File: config.mk
export PLATFORM = sky130hd
export DESIGN_NAME = cnn_window_gen
export DESIGN_NICKNAME = d
export VERILOG_FILES = /design/src/rtl/cnn_window_gen.sv
export SDC_FILE = /design/constraint.sdc
export NUM_CORES = 1
export LEC_CHECK = 0
export ABC_AREA = 1
export CAP_MARGIN = 25
export CORE_ASPECT_RATIO = 0.9
export CORE_MARGIN = 3
export CORE_UTILIZATION = 54
export CTS_CLUSTER_DIAMETER = 60
export DETAILED_ROUTE_END_ITERATION = 6
export PLACE_DENSITY = 0.75
export SYNTH_ARGS = -nofsm -noshare
export SYNTH_HDL_FRONTEND = slang
export SYNTH_SLANG_ARGS = --single-unit
File: constraint.sdc
create_clock -name clk -period 11.9 [get_ports clk]
set_clock_uncertainty 0.1 [all_clocks]
set_input_delay 3.57 -clock clk [delete_from_list [all_inputs] [get_ports clk]]
set_output_delay 3.57 -clock clk [all_outputs]
set_load 0.005 [all_outputs]
File: src/rtl/cnn_window_gen.sv
// Sliding-window generator: buffers KY-1 lines of a raster pixel stream and emits
// each KX x KY window at the configured stride through a valid/ready output register.
module cnn_window_gen #(
  parameter int I_F_BW = 8,
  parameter int CI     = 1,
  parameter int IX     = 28,
  parameter int IY     = 28,
  parameter int KX     = 5,
  parameter int KY     = 5,
  parameter int STRIDE = 1
) (
  input  logic                            clk,
  input  logic                            reset_n,
  input  logic                            i_valid,
  input  logic                            i_sof,
  input  logic [CI*I_F_BW-1:0]            i_pixel,
  output logic                            i_ready,
  output logic                            o_valid,
  input  logic                            o_ready,
  output logic [KX*KY*CI*I_F_BW-1:0]      o_window,
  output logic [$clog2(IX)-1:0]           o_win_x,
  output logic [$clog2(IY)-1:0]           o_win_y,
  output logic                            o_last
);

  localparam int PW    = CI * I_F_BW;
  localparam int WW    = KX * KY * PW;
  localparam int CW    = $clog2(IX);
  localparam int RW    = $clog2(IY);
  localparam int PHW   = (STRIDE > 1) ? $clog2(STRIDE) : 1;
  localparam int OUT_W = (IX - KX) / STRIDE + 1;
  localparam int OUT_H = (IY - KY) / STRIDE + 1;

  localparam logic [CW-1:0]  COL_LAST      = CW'(IX - 1);
  localparam logic [CW-1:0]  COL_FIRST_WIN = CW'(KX - 1);
  localparam logic [RW-1:0]  ROW_LAST      = RW'(IY - 1);
  localparam logic [RW-1:0]  ROW_FIRST_WIN = RW'(KY - 1);
  localparam logic [PHW-1:0] PH_LAST       = PHW'(STRIDE - 1);
  localparam logic [CW-1:0]  WX_LAST       = CW'(OUT_W - 1);
  localparam logic [RW-1:0]  WY_LAST       = RW'(OUT_H - 1);

  logic [CW-1:0]  col_q, col_e, wx_q, wx_e;
  logic [RW-1:0]  row_q, row_e, wy_q, wy_e;
  logic [PHW-1:0] xph_q, xph_e, yph_q, yph_e;
  logic           accept, x_hit, y_hit, emit, eol;

  logic [PW-1:0]  line_buf [KY-1][IX];
  logic [PW-1:0]  shift_q  [KY][KX];
  logic [PW-1:0]  shift_d  [KY][KX];
  logic [PW-1:0]  col_vec  [KY];
  logic [WW-1:0]  window_d;

  assign i_ready = !o_valid || o_ready;
  assign accept  = i_valid && i_ready;

  // i_sof forces the pixel to (0,0) with all phase and window-index state cleared
  always_comb begin
    col_e = i_sof ? '0 : col_q;
    row_e = i_sof ? '0 : row_q;
    xph_e = i_sof ? '0 : xph_q;
    yph_e = i_sof ? '0 : yph_q;
    wx_e  = i_sof ? '0 : wx_q;
    wy_e  = i_sof ? '0 : wy_q;
    x_hit = (col_e >= COL_FIRST_WIN) && (xph_e == '0);
    y_hit = (row_e >= ROW_FIRST_WIN) && (yph_e == '0);
    eol   = (col_e == COL_LAST);
    emit  = accept && x_hit && y_hit;
  end

  always_ff @(posedge clk) begin
    if (!reset_n) begin
      col_q <= '0;
      row_q <= '0;
      xph_q <= '0;
      yph_q <= '0;
      wx_q  <= '0;
      wy_q  <= '0;
    end else if (accept) begin
      if (eol) begin
        col_q <= '0;
        xph_q <= '0;
        wx_q  <= '0;
        if (row_e == ROW_LAST) begin
          row_q <= '0;
          yph_q <= '0;
          wy_q  <= '0;
        end else begin
          row_q <= row_e + RW'(1);
          if (row_e >= ROW_FIRST_WIN) begin
            yph_q <= (yph_e == PH_LAST) ? '0 : yph_e + PHW'(1);
            wy_q  <= wy_e + RW'(y_hit);
          end else begin
            yph_q <= yph_e;
            wy_q  <= wy_e;
          end
        end
      end else begin
        col_q <= col_e + CW'(1);
        row_q <= row_e;
        yph_q <= yph_e;
        wy_q  <= wy_e;
        if (col_e >= COL_FIRST_WIN) begin
          xph_q <= (xph_e == PH_LAST) ? '0 : xph_e + PHW'(1);
          wx_q  <= wx_e + CW'(x_hit);
        end else begin
          xph_q <= xph_e;
          wx_q  <= wx_e;
        end
      end
    end
  end

  // Vertical column: KY-1 buffered predecessors (oldest first) then the live pixel
  always_comb begin
    for (int r = 0; r < KY - 1; r++) begin
      col_vec[r] = line_buf[r][col_e];
    end
    col_vec[KY-1] = i_pixel;
  end

  always_comb begin
    for (int r = 0; r < KY; r++) begin
      for (int c = 0; c < KX - 1; c++) begin
        shift_d[r][c] = shift_q[r][c+1];
      end
      shift_d[r][KX-1] = col_vec[r];
    end
  end

  always_comb begin
    window_d = '0;
    for (int r = 0; r < KY; r++) begin
      for (int c = 0; c < KX; c++) begin
        window_d[(r*KX + c)*PW +: PW] = shift_d[r][c];
      end
    end
  end

  // Storage carries no reset; emission needs KY-1 freshly written rows anyway
  always_ff @(posedge clk) begin
    if (accept) begin
      for (int r = 0; r < KY - 1; r++) begin
        line_buf[r][col_e] <= col_vec[r+1];
      end
      for (int r = 0; r < KY; r++) begin
        for (int c = 0; c < KX; c++) begin
          shift_q[r][c] <= shift_d[r][c];
        end
      end
    end
  end

  always_ff @(posedge clk) begin
    if (!reset_n) begin
      o_valid  <= 1'b0;
      o_window <= '0;
      o_win_x  <= '0;
      o_win_y  <= '0;
      o_last   <= 1'b0;
    end else if (emit) begin
      o_valid  <= 1'b1;
      o_window <= window_d;
      o_win_x  <= wx_e;
      o_win_y  <= wy_e;
      o_last   <= (wx_e == WX_LAST) && (wy_e == WY_LAST);
    end else if (o_ready) begin
      o_valid  <= 1'b0;
    end
  end

endmodule

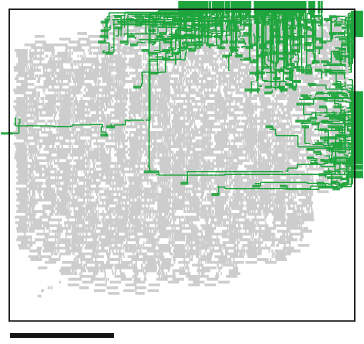
(nets reached from selected ports)
The bar under the picture is 100 um long.
- green: o_window (direction output; edge 122 north, 77 east, 1 west; end cells 200; buffers 200; wire 11400 um)
# IOs: 226
tally of buffers added on design ports: 225

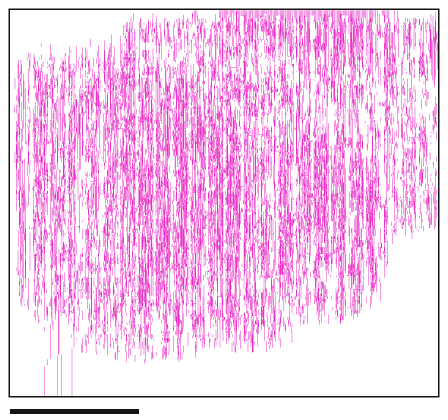
(M2 wires)
The bar under the picture is 100 um long.
- share of all routed wire: 46%
- main direction: vertical
- nets with wire on the layer: 3717
total vias in the final route: 36030
overall routed net length: 141800 um
fraction of met2 tracks used by global routing: 0.4277

==> run summary <==
Results of an implementation run.

The initial antenna violation count is 7. Max fanout on the critical path was recorded as 2. STA classifies the critical path startpoint as an input pin. Yosys reported a register bit count of about 1300. In the layout the commonest cells are 1056 x edfxtp_1, 869 x nand2_1, 735 x nor2_1. Looking at the hold checks, the worst path lands on shift_q[0][20]. Combinational power for this build is between 400 and 500 uW. The DRC violation count after routing is 2.

The area of the mapped netlist is 51410 um^2. Entering global routing, the biggest net connects between 150 and 200 pins. The relative contribution of the clock network to total power is 0.411.

The plain and repair buffers instantiated in the layout total ~320. The final reports fail on DRC. The commonest register cell after synthesis is edfxtp_1. The final-layout clock buffer total is 148. The die is approximately 300 um tall. The pin slew with the least headroom to its limit is 1.107 ns. Leaving out fill and tap cells, the most frequent cell in the layout is edfxtp_1. The report puts the hold buffer count at CTS at 0. The number of max-slew violations in the final report is 0. Across the VDD grid, the largest voltage drop is 0.1360 mV. The switching component of the power was reported as around 2100 uW. The number of detailed-route iterations in the first pass is 7. The OpenROAD warning count is 44. The critical setup path kind is in2out. The cell depth of the worst min-delay path is 0. The kind of end point of the critical path is a primary output.

Hold timing on the final database bottoms out at a slack of ~0.33 ns. The count of inverters not on the clock network in the layout is 500. The routed design shows a via density per instance of approximately 5.7. The overall fraction of global-route tracks in use is 0.2800. The arrival time of the worst setup path is roughly 4.7 ns. Per the CTS log, the maximum H-tree level is 3.

The clock network power reported by the tool is 3860 uW. TritonCTS created between 100 and 150 clock buffers. The post-detailed-placement half-perimeter wirelength is 80950 um. The simple-gate share of the synthesized area is 0.1851. The flow ran to the end, but the final reports show violations. Of all the cell area in the finished design, non-clock buffers hold 0.05711. The detailed router's first-iteration violation count is 5379. The maximum achievable frequency is between 100 and 150 MHz. The tree is rooted in a clkbuf_16. The floorplan has around 110 rows. The core region is about 94000 um^2.

The max-cap violation count is 0. The worst flop-to-flop path endpoint is line_buf[3][80]. The total negative slack for setup checks is 0 ns. Per the final layout report, the fraction of cells sized above drive strength 1 comes to 0.07618.

The initial utilization of the core area, before any placement, comes to 0.5490. The dominant kind of cell by area is sequential cells. The leakage power of the design is approximately 0.023 uW. The critical path required time is ~8 ns.

The CTS log lists the clock sinks for this run as roughly 1300. The largest registers in the layout are line_buf (896), o_window (200), shift_q (160). The min-delay analysis places its worst path in the category reg2reg. At the later pin of the worst-skew pair, clock insertion delay measures 0.72 ns. The via count of the first global-routing pass was around 34000. The chip area line of the yosys report is between 50000 and 60000 um^2. The switching portion of total power comes to 0.2221. The number of buffers on the longest clock path is 3. The smallest clock period supported by the final layout is computed as between 8 and 9 ns. The number of different library cells in the post-synthesis netlist is 32. The relative area change from synthesis to final layout is 15.49%. Per the post-synthesis stats, the area per cell is roughly 11 um^2. The startpoint of the lowest-slack hold path is shift_q[0][12].

Yosys stat counts 4784 cells in the synthesized netlist. The launching point of the worst reg2reg path is col_q[0]. The sequential share of the synthesized area is 0.7080. The number of routed nets with antenna violations is 0. The multi-input gate share of the layout cell area is 0.2048. Counting flops per register, the top entry is line_buf.

The multiplexer share of the synthesized area is 0. The post-cts resize count is 0. The final setup violation count is 0.

The power dissipated in sequential cells is 5030 uW. The cell internal power dissipation is between 7000 and 8000 uW. Per the synthesis report, the AND-OR/OR-AND share of the synthesized area is 0.04318.
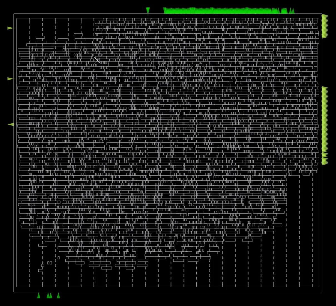
(cell outlines without signal wires)
num tapcells: 1242
count of flip-flops and latches: 1290
Layout fillers: 6908
flip-flop and latch share of the layout cell area: 0.6131

Yosys cell counts (15+ instances only):
cell,instances,area share
a21oi_1,31,0.0030
buf_1,23,0.0017
buf_2,120,0.012
buf_4,15,0.0022
clkbuf_1,108,0.0079
dfxtp_1,234,0.091
edfxtp_1,1056,0.62
inv_1,494,0.036
nand2_1,872,0.064
nand3_1,578,0.056
nor2_1,765,0.056
o211ai_1,19,0.0028
o21ai_0,269,0.026
o21ai_1,86,0.0084
or2_2,56,0.0068
how the worst max path moves through the flow:
stage                             to  depth (start not counted)  startpoint  slack, ns
floorplan           line_buf[0][136]                          5     o_ready       0.36
CTS                          i_ready                          4     o_ready       3.54
global placement    line_buf[3][138]                          6       i_sof       3.15
global route                 i_ready                          4     o_ready       3.50
finish                       i_ready                          4     o_ready       3.55
detailed placement  line_buf[2][162]                          9       i_sof       3.36
metal layers:
metal  track usage  vias to the layer above  wire (um)  part of all wire
met5             0                        -         41           0.00029
met4        0.1210                        6       6521             0.046
met2        0.4277                     2192      64550              0.46
met3       0.05894                      391      16960              0.12
met1        0.3916                    17190      53760              0.38
li1              -                    16260          -                 -
kinds of logic after synthesis:
kind of cell,after synthesis
compound gates,422
flops,1290
xor+xnor,4
simple gates,2289
buf+inv,769
fa+ha+maj,10
metrics by stage:
step / std cells / setup WS, ns / power, uW / util
floorplan: 4784 / 0.3594 / 5383 / -
global placement: 6052 / 3.149 / 5571 / 0.5857
detailed placement: 6061 / 3.364 / 5592 / 0.5880
CTS: 6283 / 3.542 / 9381 / 0.6305
global route: 6296 / 3.498 / 9637 / 0.6341
finish: 6296 / 3.546 / 9388 / 0.6341
critical path, cell delays in order:
cell             delay [ns]
clkdlybuf4s50_1        0.45
inv_1                  0.07
nand2_1                0.09
clkdlybuf4s50_1        0.50
Power and IR drop assume default switching activity.
